### config.mk
export PLATFORM = sky130hd
export DESIGN_NAME = mod1024_up_sequencer_flat
export DESIGN_NICKNAME = d
export VERILOG_FILES = /design/src/rtl/mod1024_up_sequencer_pkg.sv /design/src/rtl/mod1024_up_sequencer_if.sv /design/src/rtl/mod1024_up_sequencer_up_counter.sv /design/src/rtl/mod1024_up_sequencer.sv /design/src/flat_wrapper.sv
export SDC_FILE = /design/constraint.sdc
export NUM_CORES = 1
export LEC_CHECK = 0
export CAP_MARGIN = 20
export CORE_MARGIN = 10
export CORE_UTILIZATION = 54
export DETAILED_ROUTE_END_ITERATION = 7
export PLACE_DENSITY = 0.95
export RECOVER_POWER = 25
export SLEW_MARGIN = 20
export SYNTH_ARGS = -nofsm -noshare
export SYNTH_HDL_FRONTEND = slang
export SYNTH_SLANG_ARGS = --single-unit
### constraint.sdc
create_clock -name clk -period 3.44 [get_ports clk]
set_clock_uncertainty 0.2 [all_clocks]
set_input_delay 0.688 -clock clk [delete_from_list [all_inputs] [get_ports clk]]
set_output_delay 0.688 -clock clk [all_outputs]
set_load 0.02 [all_outputs]
### src/rtl/mod1024_up_sequencer_pkg.sv
// Purpose: shared constants and state encoding for the index sequencer and its sub-blocks.
// Latency: n/a (types and constants only).
// Backpressure: n/a.
package ec_ctrl_pkg;

  // Default index width; the index space is 0 .. 2**IDX_WIDTH-1.
  localparam int IDX_WIDTH = 10;

  // Sequencer control states.
  typedef enum logic [1:0] {
    IDLE = 2'd0,
    RUN  = 2'd1,
    DONE = 2'd2
  } seq_state_t;

endpackage

### src/rtl/mod1024_up_sequencer_if.sv
// Purpose: control and index-stream bundle between the EC control FSM, the sequencer and the consumer.
// Latency: n/a (wiring only).
// Backpressure: idx_valid/idx_ready handshake; the sequencer side is the master.
interface mod1024_up_sequencer_if
  import ec_ctrl_pkg::*;
#(
  parameter int WIDTH = IDX_WIDTH
);

  logic             start;
  logic [WIDTH-1:0] first_idx;
  logic [WIDTH-1:0] last_idx;
  logic             abort;
  logic [WIDTH-1:0] idx;
  logic             idx_valid;
  logic             idx_ready;
  logic             idx_last;
  logic             busy;
  logic             done;
  logic [WIDTH:0]   count;

  // Sequencer side: takes commands and ready, produces the index stream and status.
  modport master (
    input  start, first_idx, last_idx, abort, idx_ready,
    output idx, idx_valid, idx_last, busy, done, count
  );

  // Controller/consumer side.
  modport slave (
    output start, first_idx, last_idx, abort, idx_ready,
    input  idx, idx_valid, idx_last, busy, done, count
  );

endinterface

### src/rtl/mod1024_up_sequencer_up_counter.sv
// Purpose: loadable, enabled WIDTH-bit up counter that wraps modulo 2**WIDTH.
// Latency: load and increment take effect on the next rising edge.
// Backpressure: none; the parent gates en with its handshake.
module mod1024_up_counter
  import ec_ctrl_pkg::*;
#(
  parameter int WIDTH = IDX_WIDTH
) (
  input  logic             clk,
  input  logic             rst_n,
  input  logic             load,
  input  logic [WIDTH-1:0] load_val,
  input  logic             en,
  output logic [WIDTH-1:0] q
);

  // Load wins over increment; the add overflows naturally, giving the modulo wrap.
  always_ff @(posedge clk or negedge rst_n) begin
    if (!rst_n) begin
      q <= '0;
    end else if (load) begin
      q <= load_val;
    end else if (en) begin
      q <= q + WIDTH'(1);
    end
  end

endmodule

### src/rtl/mod1024_up_sequencer.sv
// Purpose: issues indices first..last (inclusive, wrapping mod 2**WIDTH) over a valid/ready stream.
// Latency: first index is valid one cycle after start is accepted; done pulses one cycle after the last handshake.
// Backpressure: idx/idx_valid/idx_last hold while idx_ready is low; all outputs are registered.
module mod1024_up_sequencer
  import ec_ctrl_pkg::*;
#(
  parameter int WIDTH = IDX_WIDTH
) (
  input  logic                   clk,
  input  logic                   rst_n,
  mod1024_up_sequencer_if.master bus
);

  seq_state_t       state;
  logic [WIDTH-1:0] last_q;
  logic [WIDTH-1:0] idx_q;
  logic [WIDTH-1:0] idx_inc;
  logic             valid_q;
  logic             last_flag_q;
  logic             busy_q;
  logic             done_q;
  logic [WIDTH:0]   count_q;

  logic             hs;
  logic             accept_start;
  logic             advance;

  // valid_q is only ever high in RUN, so hs implies RUN.
  assign hs           = valid_q && bus.idx_ready;
  assign accept_start = bus.start && !bus.abort && ((state == IDLE) || (state == DONE));
  // Abort freezes idx even when it coincides with a handshake.
  assign advance      = (state == RUN) && hs && !last_flag_q && !bus.abort;
  assign idx_inc      = idx_q + WIDTH'(1);

  // The load of first_idx into the idx counter is the capture of the first index.
  mod1024_up_counter #(
    .WIDTH (WIDTH)
  ) u_idx_cnt (
    .clk      (clk),
    .rst_n    (rst_n),
    .load     (accept_start),
    .load_val (bus.first_idx),
    .en       (advance),
    .q        (idx_q)
  );

  // Control FSM with all status outputs registered; abort overrides every state.
  always_ff @(posedge clk or negedge rst_n) begin
    if (!rst_n) begin
      state       <= IDLE;
      last_q      <= '0;
      valid_q     <= 1'b0;
      last_flag_q <= 1'b0;
      busy_q      <= 1'b0;
      done_q      <= 1'b0;
      count_q     <= '0;
    end else if (bus.abort) begin
      if (hs) begin
        count_q <= count_q + (WIDTH+1)'(1);
      end
      state       <= IDLE;
      valid_q     <= 1'b0;
      last_flag_q <= 1'b0;
      busy_q      <= 1'b0;
      done_q      <= 1'b0;
    end else begin
      case (state)
        IDLE, DONE: begin
          if (bus.start) begin
            state       <= RUN;
            last_q      <= bus.last_idx;
            count_q     <= '0;
            valid_q     <= 1'b1;
            busy_q      <= 1'b1;
            done_q      <= 1'b0;
            last_flag_q <= (bus.first_idx == bus.last_idx);
          end else begin
            state       <= IDLE;
            valid_q     <= 1'b0;
            busy_q      <= 1'b0;
            done_q      <= 1'b0;
            last_flag_q <= 1'b0;
          end
        end
        RUN: begin
          if (hs) begin
            count_q <= count_q + (WIDTH+1)'(1);
            if (last_flag_q) begin
              state       <= DONE;
              valid_q     <= 1'b0;
              busy_q      <= 1'b0;
              done_q      <= 1'b1;
              last_flag_q <= 1'b0;
            end else begin
              // Look ahead at the index that will be offered next.
              last_flag_q <= (idx_inc == last_q);
            end
          end
        end
        default: begin
          state       <= IDLE;
          valid_q     <= 1'b0;
          busy_q      <= 1'b0;
          done_q      <= 1'b0;
          last_flag_q <= 1'b0;
        end
      endcase
    end
  end

  assign bus.idx       = idx_q;
  assign bus.idx_valid = valid_q;
  assign bus.idx_last  = last_flag_q;
  assign bus.busy      = busy_q;
  assign bus.done      = done_q;
  assign bus.count     = count_q;

endmodule

### src/flat_wrapper.sv
// flat-port wrapper written by rule: the top's interface ports become plain ports
module mod1024_up_sequencer_flat import ec_ctrl_pkg::*;
#(
  parameter int WIDTH = IDX_WIDTH
)
  (clk, rst_n, bus_start, bus_first_idx, bus_last_idx, bus_abort, bus_idx_ready, bus_idx, bus_idx_valid, bus_idx_last, bus_busy, bus_done, bus_count);
  mod1024_up_sequencer_if #(.WIDTH(WIDTH)) bus_i ();
  input  logic clk;
  input  logic rst_n;
  input wire logic [$bits(bus_i.start)-1:0] bus_start;
  input wire logic [$bits(bus_i.first_idx)-1:0] bus_first_idx;
  input wire logic [$bits(bus_i.last_idx)-1:0] bus_last_idx;
  input wire logic [$bits(bus_i.abort)-1:0] bus_abort;
  input wire logic [$bits(bus_i.idx_ready)-1:0] bus_idx_ready;
  output wire logic [$bits(bus_i.idx)-1:0] bus_idx;
  output wire logic [$bits(bus_i.idx_valid)-1:0] bus_idx_valid;
  output wire logic [$bits(bus_i.idx_last)-1:0] bus_idx_last;
  output wire logic [$bits(bus_i.busy)-1:0] bus_busy;
  output wire logic [$bits(bus_i.done)-1:0] bus_done;
  output wire logic [$bits(bus_i.count)-1:0] bus_count;
  assign bus_i.start = bus_start;
  assign bus_i.first_idx = bus_first_idx;
  assign bus_i.last_idx = bus_last_idx;
  assign bus_i.abort = bus_abort;
  assign bus_i.idx_ready = bus_idx_ready;
  assign bus_idx = bus_i.idx;
  assign bus_idx_valid = bus_i.idx_valid;
  assign bus_idx_last = bus_i.idx_last;
  assign bus_busy = bus_i.busy;
  assign bus_done = bus_i.done;
  assign bus_count = bus_i.count;
  mod1024_up_sequencer #(.WIDTH(WIDTH)) u_core (.clk(clk), .rst_n(rst_n), .bus(bus_i));
endmodule
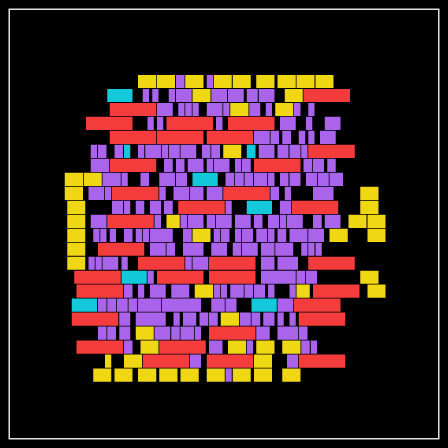
(run_1/placement_by_type.png)
Cyan is clock drivers and dummy loads, cells 8, share of their area 3.5%. Red is flops, cells 34, share of their area 32%. Purple is combinational and other logic, cells 190, share of their area 45%. Yellow is other buffers and delay cells, cells 52, share of their area 19%.
fin util: 71.1%
fin area: 0.00268 sq mm
CORE AREA: 0.00377 sq mm

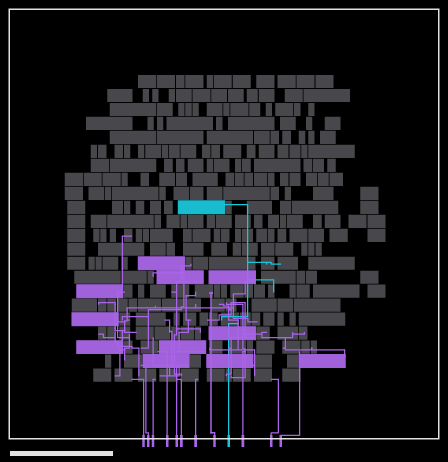
(run_1/io_fan.png)
The bar under the picture is 20 um long.
Purple is bus_count, bits 11, direction output, edge south, end cells 11, buffers 11, wire 532 um. Cyan is bus_idx_last, bits 1, direction output, edge south, end cells 1, buffers 1, wire 70.4 um.
I/O pin count: 50
port bufs: 49

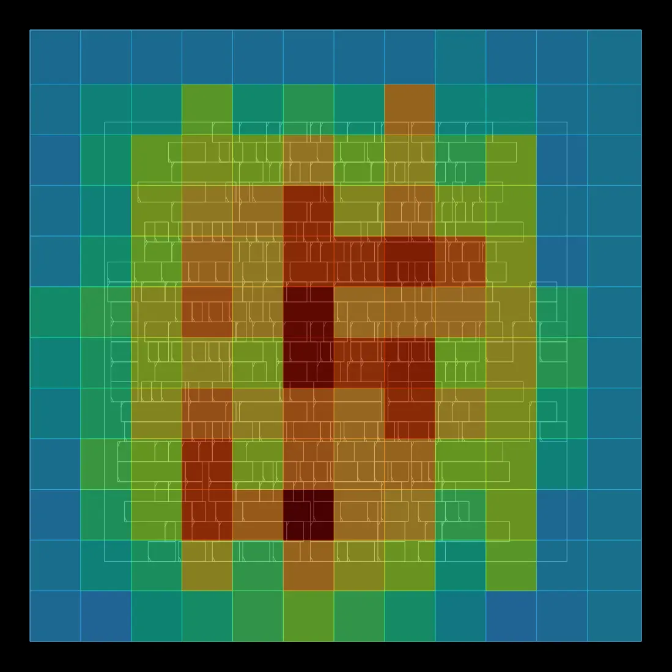
(run_1/congestion.png)
grt met2 use: 26.2%
M1 GR Usage: 17.9%
GRT Resource Usage Total: 16.1%

==> flow_summary.json, run 1 <==
{
  "path_buffers": 2,
  "arrival_ps": 2510,
  "finalPower_mw": 1.19,
  "synth_flops": 34,
  "ff_type": "dfrtp_1",
  "grt_max_degree": 35,
  "min_path_cells": 2,
  "comb_area_sq_mm": 0.00115,
  "power_frac_seq_pct": 44.7,
  "chipArea_sq_mm": 0.00693,
  "grt_first_pass_wirelength_mm": 9.37,
  "area_growth_pct": 24.0,
  "leakagePower_nw": 1.11,
  "switchingPower_mw": 0.409,
  "path_cells": "dlygate4sd3_1, clkbuf_1",
  "period_used_pct": 77.3,
  "highest_layer": "met4",
  "hold_path_class": "reg2reg",
  "syn_area_sq_mm": 0.00216,
  "gr-usage-met3_pct": 6.05,
  "comb_share_pct": 42.9,
  "grt_setup_unrepaired": "no",
  "power_density_mw_per_mm2": 444,
  "timing.final.ws_setup_ps": 780,
  "synthXorXnorAreaFrac_pct": 8.51,
  "violations": "capacitance limit, slew limit",
  "setup_viol": 0,
  "largest_cell_class": "multi-input combinational cells",
  "logic_family": "simple AND/OR/NAND/NOR gates",
  "final-max-slew-violation-count": 35,
  "whs_ps": 298,
  "startpoint_type": "input port",
  "signal_buffers": 52,
  "dp_hpwl_mm": 4.18,
  "wl_mm": 5.76,
  "clkCellAreaFrac_pct": 3.41,
  "cap_viol_max_count": 1,
  "dr.pass1.iters": 5,
  "design.seq.count": 34,
  "n_antenna_cell": 0,
  "crit_path_max_incr_delay_ps": 1300,
  "max-slew-margin-rel_pct": -20.6,
  "tightestPinTransition_ps": 1810,
  "viasPerCell": 6.17,
  "tns_ps": 0,
  "r2r_end": "u_core.u_idx_cnt.q[9]",
  "comb_power_share_pct": 29.9,
  "grt_pass1_vias": 1959,
  "synth_cells": 240,
  "wirelength_met1_mm": 2.26,
  "final_antenna_net_count": 0,
  "wl_per_cell_um": 17.3,
  "root_buffer": "clkbuf_8",
  "cts_setup_buffers": 0,
  "seqCellArea_sq_um": 851,
  "most_common_cell": "nand2_1",
  "clock_path_buffers": 2,
  "finalHoldViolCount": 0,
  "place_congestion": 0.902,
  "async_flop_share_pct": 100,
  "min-delay-start": "u_core.last_q[9]",
  "gr-total-overflow": 0,
  "adder_share_pct": 1.16,
  "yosys-stat-cells": 240,
  "pwr-share-clk_pct": 25.4,
  "stdcell_count": 332,
  "busiest_layer": "met2",
  "inv_count": 5,
  "area_leaders": "dfrtp_1, nand2_1, xnor2_1",
  "met3_wirelength_um": 482,
  "synth_warnings": 0,
  "crit_family": "buffers and inverters",
  "drive_above_1_share_pct": 6.69,
  "fillers": 279,
  "mux_share_pct": 0.463,
  "wl_met2_mm": 2.84,
  "status": "finished, violations left",
  "path_clk_slew_ps": 70,
  "vias": 2050,
  "critical_path_required_ps": 3290,
  "num-clock-buffers": 7,
  "period_needed_ps": 2660,
  "syn-mean-instance-area_sq_um": 9.01,
  "place_ws_ps": 626,
  "placed_area_sq_mm": 0.00259,
  "place_inst": 324
}
[run 1: state kept, by name, indices dropped and copies added (netlist names)]
register	cells
u_core.bus.count	11
u_core.bus.idx_last	1
u_core.last_q	10
u_core.state	2
u_core.u_idx_cnt.q	10
[run 1: how the worst max path moves through the flow]
stage	startpoint	to	slack (ps)	cells after the start
finish	rst_n	u_core.bus.count[8]	780	2
global route	rst_n	u_core.u_idx_cnt.q[4]	420	2
CTS	bus_abort	u_core.u_idx_cnt.q[9]	880	6
detailed placement	bus_abort	u_core.u_idx_cnt.q[9]	630	6
global placement	bus_abort	u_core.u_idx_cnt.q[9]	710	6
floorplan	u_core.u_idx_cnt.q[0]	u_core.bus.idx_last	1340	8
==> run_1/power_grid.png <==
The bar under the picture is 20 um long. Pins as bars on the die edge.
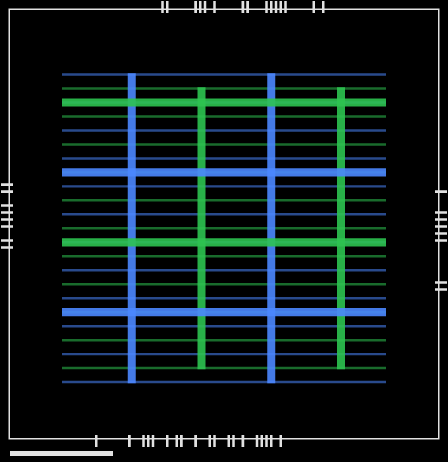

## Run 2: what changed since run 1
--- a/config.mk
+++ b/config.mk
@@ -7,9 +7,9 @@
 export LEC_CHECK = 0
 export CAP_MARGIN = 20
 export CORE_MARGIN = 10
-export CORE_UTILIZATION = 54
+export CORE_UTILIZATION = 50
 export DETAILED_ROUTE_END_ITERATION = 7
-export PLACE_DENSITY = 0.95
+export PLACE_DENSITY = 0.9
 export RECOVER_POWER = 25
 export SLEW_MARGIN = 20
 export SYNTH_ARGS = -nofsm -noshare
==> constraint.sdc (replaced) <==
create_clock -name clk -period 2.65 [get_ports clk]
set_clock_uncertainty 0.2 [all_clocks]
set_input_delay 0.53 -clock clk [delete_from_list [all_inputs] [get_ports clk]]
set_output_delay 0.53 -clock clk [all_outputs]
set_load 0.02 [all_outputs]
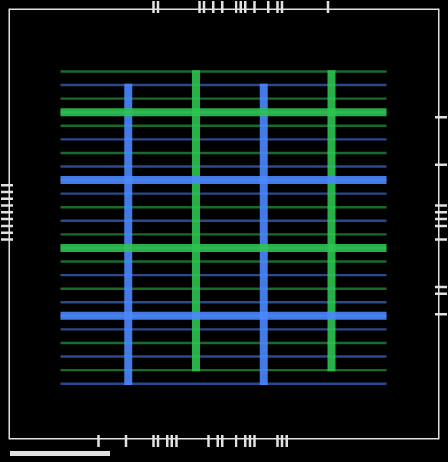
(run_2/power_grid.png)
The bar under the picture is 20 um long. Pins as bars on the die edge.
Green is VDD. Blue is VSS.
4 straps on met5. 50 signal pins sit on the boundary. 4 straps on met4. The core has 23 rows.
VDD IR max: 420 uV
Die Height: 85.8 um
Die Wd: 85.8 um

==> run 2 against run 1 <==
Net effect:
- the flow now finishes without violations
- die area up 6.1%
- power up 26%
- cell count up 0.90%
- sequential share of layout area about the same
- critical endpoint is now bus_idx[3]
- largest power group unchanged
==> flow_summary.json, run 2 <==
{
  "signal_buffers": 54,
  "gr-total-overflow": 0,
  "grt_use_met2_pct": 26.4,
  "timing.final.ws_setup_ps": 335,
  "min_path_cells": 2,
  "crit_family": "buffers and inverters",
  "crit_end": "bus_idx[3]",
  "leakagePower_nw": 1.11,
  "period_needed_ps": 2310,
  "met3_wirelength_um": 474,
  "wl_met2_mm": 2.89,
  "grt_max_degree": 35,
  "wl_per_cell_um": 17.3,
  "most_common_cell": "nand2_1",
  "vias": 1983,
  "crit_start": "u_core.u_idx_cnt.q[3]",
  "clkCellAreaFrac_pct": 2.84,
  "synth_cells": 240,
  "hold_path_class": "reg2reg",
  "power_density_mw_per_mm2": 560,
  "use_met1_pct": 18.9,
  "adder_share_pct": 1.16,
  "synth_flops": 34,
  "final_antenna_net_count": 0,
  "synth_warnings": 0,
  "fillers": 337,
  "finalPower_mw": 1.50,
  "path_cells": "clkdlybuf4s50_1",
  "final-max-slew-violation-count": 0,
  "path_buffers": 1,
  "largest_register_ffs": 11,
  "mux_share_pct": 0.463,
  "grt_first_pass_wirelength_mm": 9.54,
  "root_buffer": "clkbuf_8",
  "num_io_pins": 50,
  "cts_setup_buffers": 0,
  "n_antenna_cell": 0,
  "core_area_sq_mm": 0.00409,
  "wirelength_met1_mm": 2.36,
  "viasPerCell": 5.92,
  "dp_hpwl_mm": 4.48,
  "grt_setup_unrepaired": "no",
  "syn-mean-instance-area_sq_um": 9.01,
  "busiest_layer": "met2",
  "placed_area_sq_mm": 0.00261,
  "num-clock-buffers": 7,
  "startpoint_type": "register",
  "syn_area_sq_mm": 0.00216,
  "path_depth": 1,
  "largest_cell_class": "multi-input combinational cells",
  "tns_ps": 0,
  "clock_path_buffers": 2,
  "drive_above_1_share_pct": 7.02,
  "design_area_sq_mm": 0.00268,
  "grtUsageTotal_pct": 15.7,
  "comb_area_sq_mm": 0.00115,
  "place_inst": 328,
  "place_congestion": 0.938,
  "path_clk_slew_ps": 70,
  "min-delay-start": "u_core.last_q[0]",
  "crit_path_max_incr_delay_ps": 690,
  "logic_family": "simple AND/OR/NAND/NOR gates",
  "chipArea_sq_mm": 0.00735,
  "wl_mm": 5.80,
  "critical_path_required_ps": 1920,
  "max-slew-margin-rel_pct": 43.7,
  "setup_viol": 0,
  "inv_count": 5,
  "grt_pass1_vias": 1913,
  "status": "complete, no violations"
}
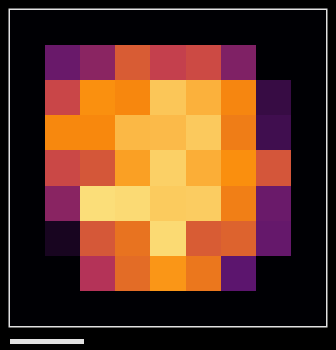
(run_2/cell_density.png)
The bar under the picture is 20 um long. 9 x 9 tiles, from black (low) to pale yellow (high), 0 to 100% covered.
43% of the tiles are nearly empty. The fullest tile reaches 93%. The densest ninth of the die: center. 20% of the tiles are over 75% full.

run 2: cell counts after synthesis:
Identical to the previous run, type by type.
run 2: power breakdown:
| part | switching, mW | leakage [nW] | internal (mW) |
|---|---|---|---|
| registers | 0.108 | 0.442 | 0.581 |
| clock network | 0.175 | 0.0383 | 0.181 |
| logic | 0.236 | 0.628 | 0.223 |
| total | 0.519 | 1.11 | 0.985 |
run 2: cells by family (layout without fill, tap and decap cells):
kind of cell / count (synthesis) / in the layout
AND-OR/OR-AND: 57 / 57
XOR/XNOR: 21 / 21
adder cells (fa/ha/maj): 2 / 2
buffers and inverters: 21 / 66
flip-flops: 34 / 34
multiplexers: 1 / 1
AND/OR/NAND/NOR: 104 / 104
## Run 3: what changed since run 2
--- a/config.mk
+++ b/config.mk
@@ -11,7 +11,6 @@
 export DETAILED_ROUTE_END_ITERATION = 7
 export PLACE_DENSITY = 0.9
 export RECOVER_POWER = 25
-export SLEW_MARGIN = 20
 export SYNTH_ARGS = -nofsm -noshare
 export SYNTH_HDL_FRONTEND = slang
 export SYNTH_SLANG_ARGS = --single-unit
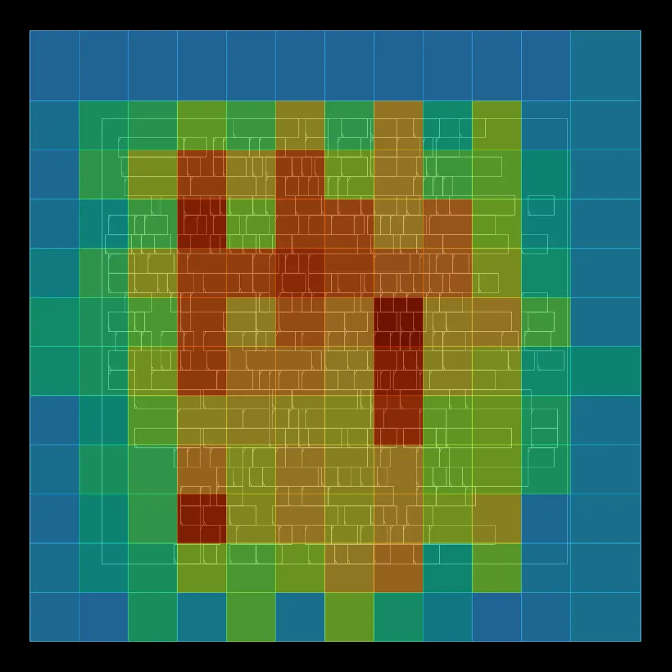
(run_3/congestion.png)
grt met2 use: 26.4%
M1 GR Usage: 18.9%
GRT Resource Usage Total: 15.7%
met3 Use GR: 4.64%
grt peak-use layer: met2

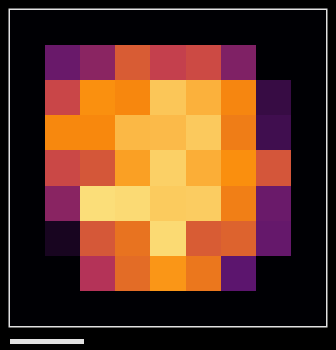
(run_3/cell_density.png)
The bar under the picture is 20 um long. 9 x 9 tiles, from black (low) to pale yellow (high), 0 to 100% covered.
The mean over all tiles is 36%. The densest ninth of the die: center. The fullest tile reaches 93%. 20% of the tiles are over 75% full. 43% of the tiles are nearly empty.
CORE AREA: 0.00409 sq mm
Starting Density: 52.9%

==> run 3 against run 2 <==
Net effect:
- non-clock buffer count unchanged
- register-to-register slack about the same
- worst setup slack unchanged
- routed wire length unchanged
- core utilization unchanged
- die area unchanged
- synthesized cell count unchanged
- critical path depth unchanged
- sequential share of layout area unchanged
- via count unchanged
- critical path type unchanged
- critical endpoint unchanged
- largest power group unchanged
==> flow_summary.json, run 3 <==
{
  "finalPower_mw": 1.50,
  "placed_area_sq_mm": 0.00261,
  "area_leaders": "dfrtp_1, nand2_1, xnor2_1",
  "post-route-util_pct": 65.7,
  "syn_area_sq_mm": 0.00216,
  "cap_viol_max_count": 0,
  "ff_type": "dfrtp_1",
  "drive_above_1_share_pct": 7.02,
  "hold_path_class": "reg2reg",
  "yosys-stat-cells": 240,
  "gr-total-overflow": 0,
  "largest_register_ffs": 11,
  "period_needed_ps": 2310,
  "crit_start": "u_core.u_idx_cnt.q[3]",
  "place_congestion": 0.938,
  "synth_warnings": 0,
  "arrival_ps": 1580,
  "path_buffers": 1,
  "grt_max_degree": 35,
  "path_clk_slew_ps": 70,
  "timing.final.ws_setup_ps": 335,
  "min-delay-start": "u_core.last_q[0]",
  "stdcell_count": 335,
  "max-slew-margin-rel_pct": 43.7,
  "path_depth": 1,
  "crit_end": "bus_idx[3]",
  "area_growth_pct": 24.1,
  "power_density_mw_per_mm2": 560,
  "wl_per_cell_um": 17.3,
  "most_common_cell": "nand2_1",
  "fillers": 337,
  "root_buffer": "clkbuf_8",
  "grt_pass1_vias": 1913,
  "final_antenna_net_count": 0,
  "synth_cells": 240,
  "adder_share_pct": 1.16,
  "crit_family": "buffers and inverters",
  "vias": 1983,
  "min_path_cells": 2,
  "critical_path_required_ps": 1920,
  "place_ws_ps": 111,
  "path_cells": "clkdlybuf4s50_1",
  "final-max-slew-violation-count": 0,
  "tightestPinTransition_ps": 844,
  "synthXorXnorAreaFrac_pct": 8.51,
  "finalHoldViolCount": 0,
  "startpoint_type": "register",
  "async_flop_share_pct": 100,
  "die_w_um": 85.8,
  "crit_path_max_incr_delay_ps": 690,
  "die_h_um": 85.8,
  "status": "complete, no violations",
  "tns_ps": 0,
  "leakagePower_nw": 1.11,
  "whs_ps": 297
}
[run 3: cell counts in the layout (fill, tap and decap cells not counted)]
No cell type changed its count.
[run 3: where the power goes]
group	switching, mW	total (mW)	leakage, nW	internal [mW]
logic	0.236	0.459	0.628	0.223
clock network	0.175	0.356	0.0383	0.181
registers	0.108	0.689	0.442	0.581
[run 3: cell type report]
type	count	area, sq um	share of cell area, %
inverters	5	18.8	0.699
clock buffers	7	76.3	2.84
multi-input cells	185	1150	42.8
repair buffers	54	526	19.6
well taps	50	62.6	2.33
flip-flops and latches	34	851	31.7
[run 3: metal layers]
metal  GRT usage, %  wire length (um)
met5              0                 0
met1           18.9              2360
met4           4.64                78
met2           26.4              2890
met3           4.64               474
Power figures rest on the tool's default switching activity, not on a simulated workload.
